--- config.mk ---
export PLATFORM = sky130hd
export DESIGN_NAME = countdown_timer
export DESIGN_NICKNAME = d
export VERILOG_FILES = /design/src/rtl/timer_pkg.sv /design/src/rtl/bcd_dec_digit.sv /design/src/rtl/countdown_timer.sv
export SDC_FILE = /design/constraint.sdc
export NUM_CORES = 1
export LEC_CHECK = 0
export ABC_AREA = 1
export CAP_MARGIN = 20
export CORE_MARGIN = 4
export CORE_UTILIZATION = 48
export DETAILED_ROUTE_END_ITERATION = 16
export PLACE_DENSITY = 0.81
export SYNTH_ARGS = -nofsm -noshare
export SYNTH_HDL_FRONTEND = slang
export SYNTH_SLANG_ARGS = --single-unit
--- constraint.sdc ---
create_clock -name clk -period 1.65 [get_ports clk]
set_input_delay 0.33 -clock clk [delete_from_list [all_inputs] [get_ports clk]]
set_output_delay 0.33 -clock clk [all_outputs]
set_load 0.005 [all_outputs]
--- src/rtl/timer_pkg.sv ---
// timer_pkg: shared state encoding, digit type and preset clamping for countdown_timer.
`default_nettype none

package timer_pkg;

  typedef enum logic [1:0] {
    IDLE    = 2'd0,
    RUN     = 2'd1,
    PAUSE   = 2'd2,
    EXPIRED = 2'd3
  } tmr_state_t;

  localparam int DIV_CNT_50M = 500000;

  typedef logic [3:0] bcd_t;

  // Out-of-range preset digits saturate to the largest legal digit for that position.
  function automatic logic [7:0] clamp_bcd(input logic [7:0] v);
    bcd_t tens;
    bcd_t ones;
    tens = (v[7:4] > 4'd5) ? 4'd5 : v[7:4];
    ones = (v[3:0] > 4'd9) ? 4'd9 : v[3:0];
    return {tens, ones};
  endfunction

endpackage

`default_nettype wire

--- src/rtl/bcd_dec_digit.sv ---
// bcd_dec_digit: one BCD digit of a borrow-chained decrementer (combinational).
`default_nettype none

module bcd_dec_digit
  import timer_pkg::*;
(
  input  bcd_t i_digit,
  input  bcd_t i_max,
  input  logic i_borrow,
  output bcd_t o_digit,
  output logic o_borrow
);

  logic w_is_zero;

  assign w_is_zero = (i_digit == 4'd0);

  always_comb begin
    o_digit = i_digit;
    if (i_borrow) begin
      o_digit = w_is_zero ? i_max : (i_digit - 4'd1);
    end
  end

  assign o_borrow = i_borrow & w_is_zero;

endmodule

`default_nettype wire

--- src/rtl/countdown_timer.sv ---
// countdown_timer: MM:SS.hh BCD countdown with internal 1/100 s divider and alarm pulse.
// Optional AUTO_RELOAD_EN: re-arm from the last loaded preset on expiry instead of stopping.
`default_nettype none

module countdown_timer
  import timer_pkg::*;
#(
  parameter int DIV_CNT = DIV_CNT_50M,
  parameter int DIV_W   = 19
) (
  input  logic       clk,
  input  logic       rst,
  input  logic       load,
  input  logic [7:0] preset_min,
  input  logic [7:0] preset_sec,
  input  logic       start,
  input  logic       pause,
  input  logic       clear,
  output logic [7:0] min_bcd,
  output logic [7:0] sec_bcd,
  output logic [7:0] hund_bcd,
  output logic       running,
  output logic       expired,
  output logic       alarm
);

  localparam logic [DIV_W-1:0] C_DIV_RELOAD = DIV_W'(DIV_CNT - 1);

  tmr_state_t       r_state;
  logic [DIV_W-1:0] r_div;
  logic [7:0]       r_min;
  logic [7:0]       r_sec;
  logic [7:0]       r_hund;
  logic             r_alarm;
  logic             r_expired;

  bcd_t       w_digit [6];
  bcd_t       w_next  [6];
  logic [6:0] w_borrow;
  logic       w_tick;
  logic       w_time_zero;
  logic       w_last_hund;
  logic [7:0] w_load_min;
  logic [7:0] w_load_sec;

  // Digit order is least significant first so the borrow ripples upward.
  assign w_digit[0] = r_hund[3:0];
  assign w_digit[1] = r_hund[7:4];
  assign w_digit[2] = r_sec[3:0];
  assign w_digit[3] = r_sec[7:4];
  assign w_digit[4] = r_min[3:0];
  assign w_digit[5] = r_min[7:4];
  assign w_borrow[0] = 1'b1;

  generate
    for (genvar gi = 0; gi < 6; gi++) begin : g_digit
      localparam bcd_t C_MAX = ((gi == 3) || (gi == 5)) ? 4'd5 : 4'd9;
      bcd_dec_digit u_digit (
        .i_digit  (w_digit[gi]),
        .i_max    (C_MAX),
        .i_borrow (w_borrow[gi]),
        .o_digit  (w_next[gi]),
        .o_borrow (w_borrow[gi+1])
      );
    end
  endgenerate

  // A borrow out of the top digit means every digit was already zero.
  assign w_time_zero = w_borrow[6];
  assign w_last_hund = ({r_min, r_sec, r_hund} == 24'h00_00_01);
  assign w_tick      = (r_div == '0);
  assign w_load_min  = clamp_bcd(preset_min);
  assign w_load_sec  = clamp_bcd(preset_sec);

`ifdef AUTO_RELOAD_EN
  logic [7:0] r_shadow_min;
  logic [7:0] r_shadow_sec;

  always_ff @(posedge clk) begin
    if (rst) begin
      r_shadow_min <= 8'h00;
      r_shadow_sec <= 8'h00;
    end else if (!clear && load && (r_state != RUN)) begin
      r_shadow_min <= w_load_min;
      r_shadow_sec <= w_load_sec;
    end
  end
`endif

  always_ff @(posedge clk) begin
    if (rst) begin
      r_state   <= IDLE;
      r_div     <= C_DIV_RELOAD;
      r_min     <= 8'h00;
      r_sec     <= 8'h00;
      r_hund    <= 8'h00;
      r_alarm   <= 1'b0;
      r_expired <= 1'b0;
    end else if (clear) begin
      r_state   <= IDLE;
      r_div     <= C_DIV_RELOAD;
      r_min     <= 8'h00;
      r_sec     <= 8'h00;
      r_hund    <= 8'h00;
      r_alarm   <= 1'b0;
      r_expired <= 1'b0;
    end else begin
      r_alarm <= 1'b0;
`ifdef AUTO_RELOAD_EN
      r_expired <= 1'b0;
`endif
      unique case (r_state)
        IDLE, PAUSE: begin
          if (load) begin
            r_min  <= w_load_min;
            r_sec  <= w_load_sec;
            r_hund <= 8'h00;
          end else if (start && !w_time_zero) begin
            r_state <= RUN;
          end
        end
        RUN: begin
          // The divider holds on pause so the partial period survives a resume.
          if (pause) begin
            r_state <= PAUSE;
          end else if (w_tick) begin
            r_div <= C_DIV_RELOAD;
            if (w_last_hund || w_time_zero) begin
              r_alarm   <= 1'b1;
              r_expired <= 1'b1;
`ifdef AUTO_RELOAD_EN
              r_min  <= r_shadow_min;
              r_sec  <= r_shadow_sec;
              r_hund <= 8'h00;
`else
              r_min   <= 8'h00;
              r_sec   <= 8'h00;
              r_hund  <= 8'h00;
              r_state <= EXPIRED;
`endif
            end else begin
              r_hund <= {w_next[1], w_next[0]};
              r_sec  <= {w_next[3], w_next[2]};
              r_min  <= {w_next[5], w_next[4]};
            end
          end else begin
            r_div <= r_div - DIV_W'(1);
          end
        end
        EXPIRED: begin
          if (load) begin
            r_min     <= w_load_min;
            r_sec     <= w_load_sec;
            r_hund    <= 8'h00;
            r_state   <= IDLE;
            r_expired <= 1'b0;
          end
        end
        default: r_state <= IDLE;
      endcase
    end
  end

  assign min_bcd  = r_min;
  assign sec_bcd  = r_sec;
  assign hund_bcd = r_hund;
  assign running  = (r_state == RUN);
  assign expired  = r_expired;
  assign alarm    = r_alarm;

endmodule

`default_nettype wire
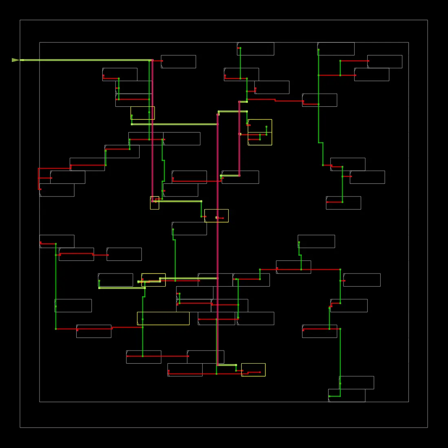
Run 1: the clock network
clock-net power: 918 uW
Inserted Clock Buffers: 5
clock sinks: 47
Clock buffer cells: 6

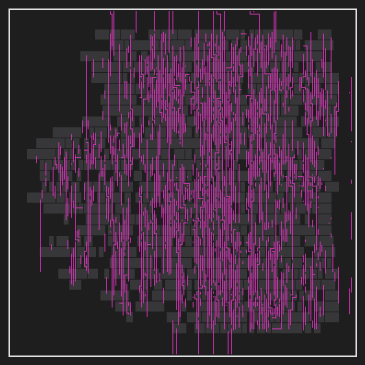
Run 1: M2 wires
Scale: 4 px per um. Cells faint in the background.
495 nets have wire on it. The layer carries 4,590 um of wire. The layer holds 48% of the routed length. The wires run mostly vertical. The longest straight run is 32.6 um.

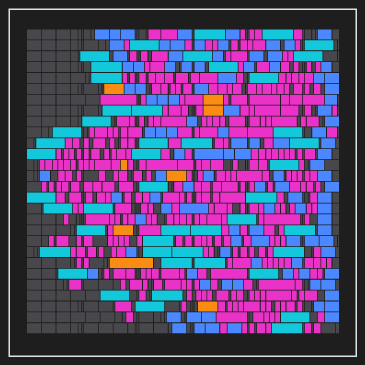
Run 1: cell classes on the final placement
Scale: 4 px per um. Fill, decap, tap and diode cells in gray.
Key: clock drivers and dummy loads = orange [cells 8, share of their area 2.7%]; combinational and other logic = magenta [cells 381, share of their area 52%]; flops = cyan [cells 47, share of their area 22%]; other buffers and delay cells = blue [cells 110, share of their area 23%]

==> Slide: Implementation Results, run 1 <==
Key Metrics from the Run

Run status
  – Status: finished, violations left
  – Failing checks: setup timing

Placed design
  – DP HPWL: 5690 um
  – PortBufs: around 48
  – Placed instance area: 0.00384 mm^2
  – Placed instance count: 598

Die
  – IO Count: 49
  – Die width: approximately 86 um
  – Area of the die: 0.00746 mm^2

Detailed routing
  – Total Wirelength: 9510 um
  – DRC viols: 0
  – Post-route ant nets: 0
  – WL met1: 3750 um
  – Highest routing layer actually used: met4

Flow run
  – MaxCap Viol Count: 0

Timing
  – Max_slew headroom: 72.4%
  – PnR worst setup slack: -0.140 ns
  – Worst-Margin Slew: approximately 0.4 ns
  – Setup Viol. Count Final: 21
  – Worst hold slack: 0.475 ns

Cells and area
  – Logic area: around 0.002 mm^2
  – Flop count: ~47
  – Comb_multi_in: around 320
  – Biggest Area Class: multi-input combinational cells
  – Flop area: 962 um^2
  – Layout cell share with drive strength beyond 1: 33.9%
  – Clock distribution area overhead in the final layout: 2.67%
  – Net count reported at finish: 576

CTS
  – CTS tree: done
  – Post-cts resize count: 41
  – Clock root buffer: clkbuf_8
  – Clock transition at the registers of the reported paths: 0.10 ns
  – Hold_buf cts: 0

GRT
  – Initial antenna violation count: 0
  – Met2 Use GR: between 30% and 40%

Synth
  – Cell Type Count: 36
  – Syn Std Cell Area: 0.00295 mm^2
  – Flops out of synthesis: about 47
  – Asr flop ratio synth: 0%

Critical path
  – Bufs and invs on worst path: 2
  – Worst Path Arrival: 2.02 ns
  – Worst R2R Setup Slack: -0.14 ns
  – Crit path launch: hund_bcd[0]$_SDFFE_PP0P_
  – CP top delay family: simple AND/OR/NAND/NOR gates
  – CP dominant cell by count: nand2_2

Power
  – Power density cells: ~650 mW/mm^2
  – Final Power: 2.84 mW
[run 1: kinds of logic after synthesis]
| kind of cell | count (synthesis) | synth area share [%] |
|---|---|---|
| AND/OR/NAND/NOR | 232 | 38.4 |
| buffers and inverters | 70 | 9.77 |
| AND-OR/OR-AND | 65 | 11.9 |
| flip-flops | 47 | 31.9 |
| XOR/XNOR | 14 | 4.16 |
| adder cells (fa/ha/maj) | 9 | 3.82 |
[run 1: report_power, final]
group          internal (mW)  leakage (nW)  switching [mW]
Clock                  0.491        0.0612           0.427
Sequential              1.16         0.388          0.0206
Combinational          0.338          1.44           0.403
Run 1, pin placement:
Scale: 3 px per um. Pins as bars across the die edge, other pins in gray.
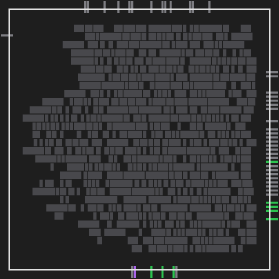

==> inputs of run 2 (changes only) <==
--- a/config.mk
+++ b/config.mk
@@ -11,6 +11,7 @@
 export CORE_UTILIZATION = 48
 export DETAILED_ROUTE_END_ITERATION = 16
 export PLACE_DENSITY = 0.81
+export SETUP_SLACK_MARGIN = 0.05
 export SYNTH_ARGS = -nofsm -noshare
 export SYNTH_HDL_FRONTEND = slang
 export SYNTH_SLANG_ARGS = --single-unit
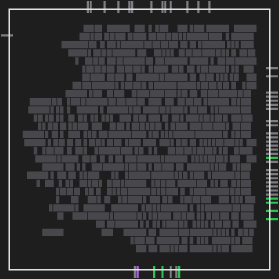
Run 2: pin placement
Scale: 3 px per um. Pins as bars across the die edge, other pins in gray.
Key: `load` = purple [pins 1, direction input, edge bottom]; `min_bcd` = green [pins 8, direction output, edge 5 right, 3 bottom]
All pins by edge: 28 right, 13 top, 7 bottom, 1 left.

==> run 2 against run 1 <==
Net effect:
- the flow still finishes with violations (setup timing)
- critical endpoint is now sec_bcd[3]$_SDFFE_PP0P_
- cell count grew 1.8%
- fmax shrank 4.4%
- global-route usage grew 2.2 points
- sequential cell count is the same
==> Slide: Implementation Results, run 2 <==
Key Metrics from the Run

Critical path
  – CP top delay family: simple AND/OR/NAND/NOR gates
  – Worst R2R Setup Slack: -0.22 ns (-0.08 ns)
  – Worst Path Arrival: 2.10 ns (+0.08 ns)
  – Bufs and invs on worst path: 2 (unchanged)
  – Crit path launch: min_bcd[0]$_SDFFE_PP0P_

Die
  – Area of the die: 0.00746 mm^2 (unchanged)
  – IO Count: 49 (unchanged)
  – Die width: 86.4 um (unchanged)

Synth
  – Yosys adder share: 3.82% (unchanged)
  – Syn Std Cell Area: 0.00295 mm^2 (unchanged)
  – Top comb family, area: simple AND/OR/NAND/NOR gates
  – Area fraction in compound gates: 11.9% (unchanged)
  – MUX share of area: 0% (unchanged)

Power
  – Seq pwr share: 43.2% (+1.7 points)
  – Clock-net power: 769 uW (-16%)
  – Power in combinational cells: 780 uW (+5.3%)
  – Sequential power: 1.18 mW (about the same)
  – Top power group: sequential cells
  – Clock Power Share: 28.2% (-4.2 points)
  – Comb power frac: 28.6% (+2.5 points)
  – Switching portion of total power: 32.2% (+2.3 points)
  – Internal Power: 1.85 mW (-7.0%)
  – Power density cells: 606 mW/mm^2 (-6.1%)
  – Final Power: 2.73 mW (-3.9%)
  – Sw Pwr: 880 uW (+3.4%)

Timing
  – PnR worst setup slack: -0.222 ns (-0.0816 ns)
  – Setup Viol. Count Final: 29 (+38%)
  – Max_slew headroom: 79.3% (+6.9 points)

CTS
  – Clock sinks: 47 (unchanged)
  – CTS tree: done
  – Clock transition at the registers of the reported paths: 0.11 ns (about the same)
  – Inserted Clock Buffers: 5 (unchanged)

Detailed routing
  – Total Wirelength: 10,900 um (+15%)
  – Post-route ant nets: 0 (unchanged)
  – DRC viols: 0 (unchanged)

GRT
  – Initial antenna violation count: 0 (unchanged)

Cells and area
  – Layout cell share with drive strength beyond 1: 37.0% (+3.1 points)
  – Net count reported at finish: 587 (+1.9%)

Flow run
  – MaxCap Viol Count: 0 (unchanged)

Run status
  – Failing checks: setup timing
  – Status: finished, violations left

Placed design
  – DP HPWL: 5950 um (+4.6%)
  – PortBufs: 48 (unchanged)
  – Placed instance area: 0.00389 mm^2 (+1.2%)
  – Placed instance count: 606 (+1.3%)
==> run 2: cell counts after synthesis <==
Identical to the previous run, type by type.
==> run 2: area by class of cell <==
class                   count  area [um^2]
repair buffers            121         1060
multi-input cells         320         2040
fillers                   366         1450
well taps                  75         93.8
clock buffers               6         82.6
flip-flops and latches     47          970
inverters                  61          236
clock inverters             2         16.3
==> run 2: metal layers <==
metal	vias up	share of wire [%]	global-route usage (%)
met5	-	0	0
met4	0	6.2	13.7
met3	78	7.4	4.47
met2	225	48	43.8
met1	1624	38	27.1
li1	1648	-	-
==> run 2: repair_timing <==
item | CTS | global route
pin swaps | 23 | 27
buffers inserted | 11 | 7
endpoints found under the setup margin | 39 | 54
resized | 69 | 67
Run 2, cell classes on the final placement:
Scale: 4 px per um. Fill, decap, tap and diode cells in gray.
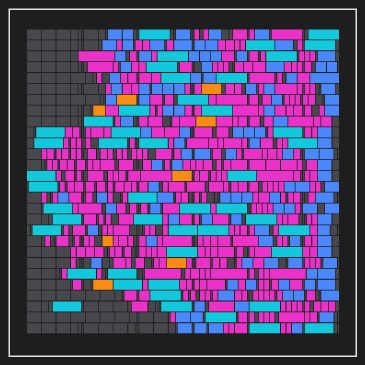

==> inputs of run 3 (changes only) <==
--- a/config.mk
+++ b/config.mk
@@ -8,9 +8,9 @@
 export ABC_AREA = 1
 export CAP_MARGIN = 20
 export CORE_MARGIN = 4
-export CORE_UTILIZATION = 48
+export CORE_UTILIZATION = 54
 export DETAILED_ROUTE_END_ITERATION = 16
-export PLACE_DENSITY = 0.81
+export PLACE_DENSITY = 0.86
 export SETUP_SLACK_MARGIN = 0.05
 export SYNTH_ARGS = -nofsm -noshare
 export SYNTH_HDL_FRONTEND = slang
==> constraint.sdc (replaced) <==
create_clock -name clk -period 1.98 [get_ports clk]
set_input_delay 0.396 -clock clk [delete_from_list [all_inputs] [get_ports clk]]
set_output_delay 0.396 -clock clk [all_outputs]
set_load 0.005 [all_outputs]
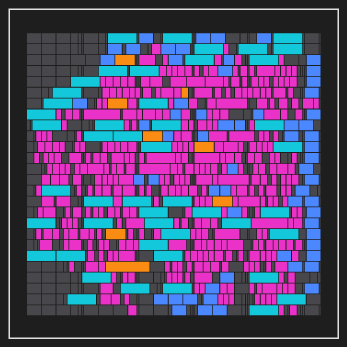
Run 3: cell classes on the final placement
Scale: 4 px per um. Fill, decap, tap and diode cells in gray.
Key: flops = cyan [cells 47, share of their area 25%]; combinational and other logic = magenta [cells 381, share of their area 55%]; clock drivers and dummy loads = orange [cells 8, share of their area 3.2%]; other buffers and delay cells = blue [cells 62, share of their area 16%]

==> run 3 against run 2 <==
Net effect:
- the flow now finishes without violations
- routed wire length fell by 32%
- area after synthesis stayed put
- sequential power fell by about 20%
- register-to-register slack better by 0.36 ns
- synthesized cell count unchanged
- global-route usage fell by 2.0 points
- critical endpoint is now running
==> Slide: Implementation Results, run 3 <==
Key Metrics from the Run

Run status
  – Status: finished, final reports clean

Power
  – Power in combinational cells: 464 uW (-41%)
  – Sw Pwr: 612 uW (-30%)
  – Seq pwr share: 44.8% (+1.6 points)
  – Sequential power: 981 uW (-20%)

Cells and area
  – Flop count: 47 (unchanged)
  – Flop area: 942 um^2 (-2.8%)
  – Fill cell count: 380 (+3.8%)
  – Invs w/o clock: 61 (unchanged)
  – Clock buffer cells: 6 (unchanged)
  – Register share of the cell area: 24.9% (+3.3 points)

Die
  – IO Count: 49 (unchanged)

Synth
  – Syn Std Cell Area: 0.00295 mm^2 (unchanged)
  – Top comb family, area: simple AND/OR/NAND/NOR gates

GRT
  – Initial antenna violation count: 0 (unchanged)

Detailed routing
  – DRC viols: 0 (unchanged)

Timing
  – PnR worst setup slack: 0.128 ns (+0.349 ns)
  – Max_slew headroom: 72.5% (-6.7 points)
  – Setup Viol. Count Final: 0 (-100%)

Flow run
  – MaxCap Viol Count: 0 (unchanged)

CTS
  – Post-cts resize count: 1 (-99%)

Critical path
  – Worst Path Arrival: 1.46 ns (-0.64 ns)
run 3: cell count changes in the layout (fill, tap and decap cells not counted), moves of 8 or more:
cell | previous run | this run
dlygate4sd2_1 | 8 | 0
clkdlybuf4s50_1 | 32 | 48
inv_2 | 20 | 8
inv_1 | 39 | 52
dfxtp_1 | 24 | 46
dfxtp_2 | 23 | 1
dlymetal6s2s_1 | 8 | 0
buf_4 | 69 | 13
nand2_1 | 69 | 78
run 3: cells by family after synthesis:
logic type,count (synthesis)
AND/OR/NAND/NOR,232
buffers and inverters,70
AND-OR/OR-AND,65
flip-flops,47
XOR/XNOR,14
adder cells (fa/ha/maj),9
run 3: metal layers:
metal	GRT usage (%)	vias up	wire [um]
met4	9.97	0	223
li1	-	1536	-
met5	0	-	0
met3	3.84	26	377
met1	24.3	1384	3060
met2	42.3	99	3730

==> layout pictures side by side <==
Clock network drawn from the DEF.
Scale: 6 px per um.
shot_01.png
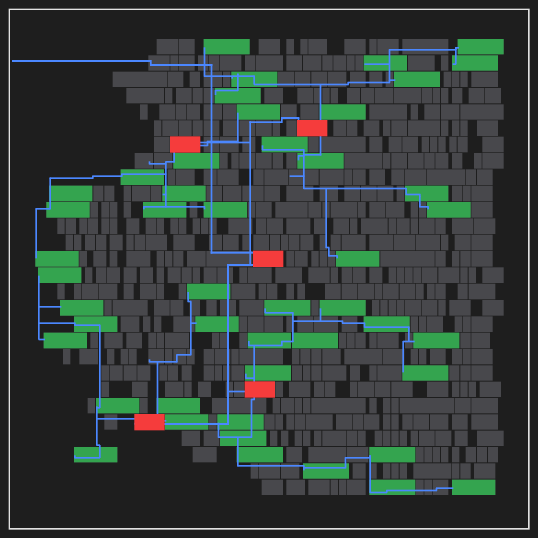
shot_02.png
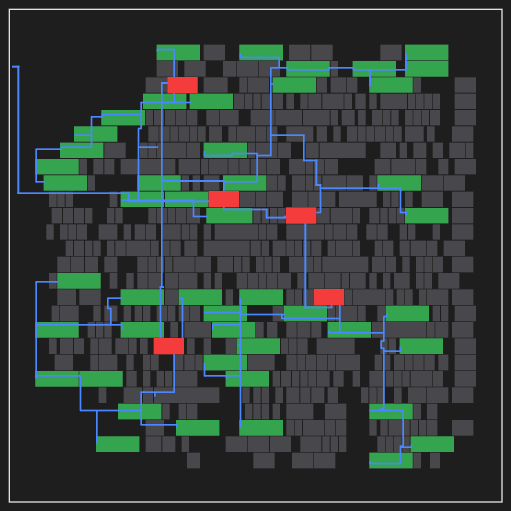
shot_03.png
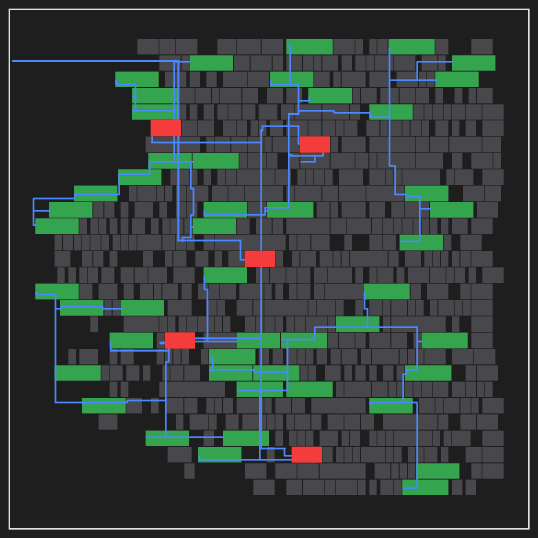
shot_02.png comes from run 3.
shot_01.png comes from run 2.
shot_03.png comes from run 1.

Power figures rest on the tool's default switching activity, not on a simulated workload.
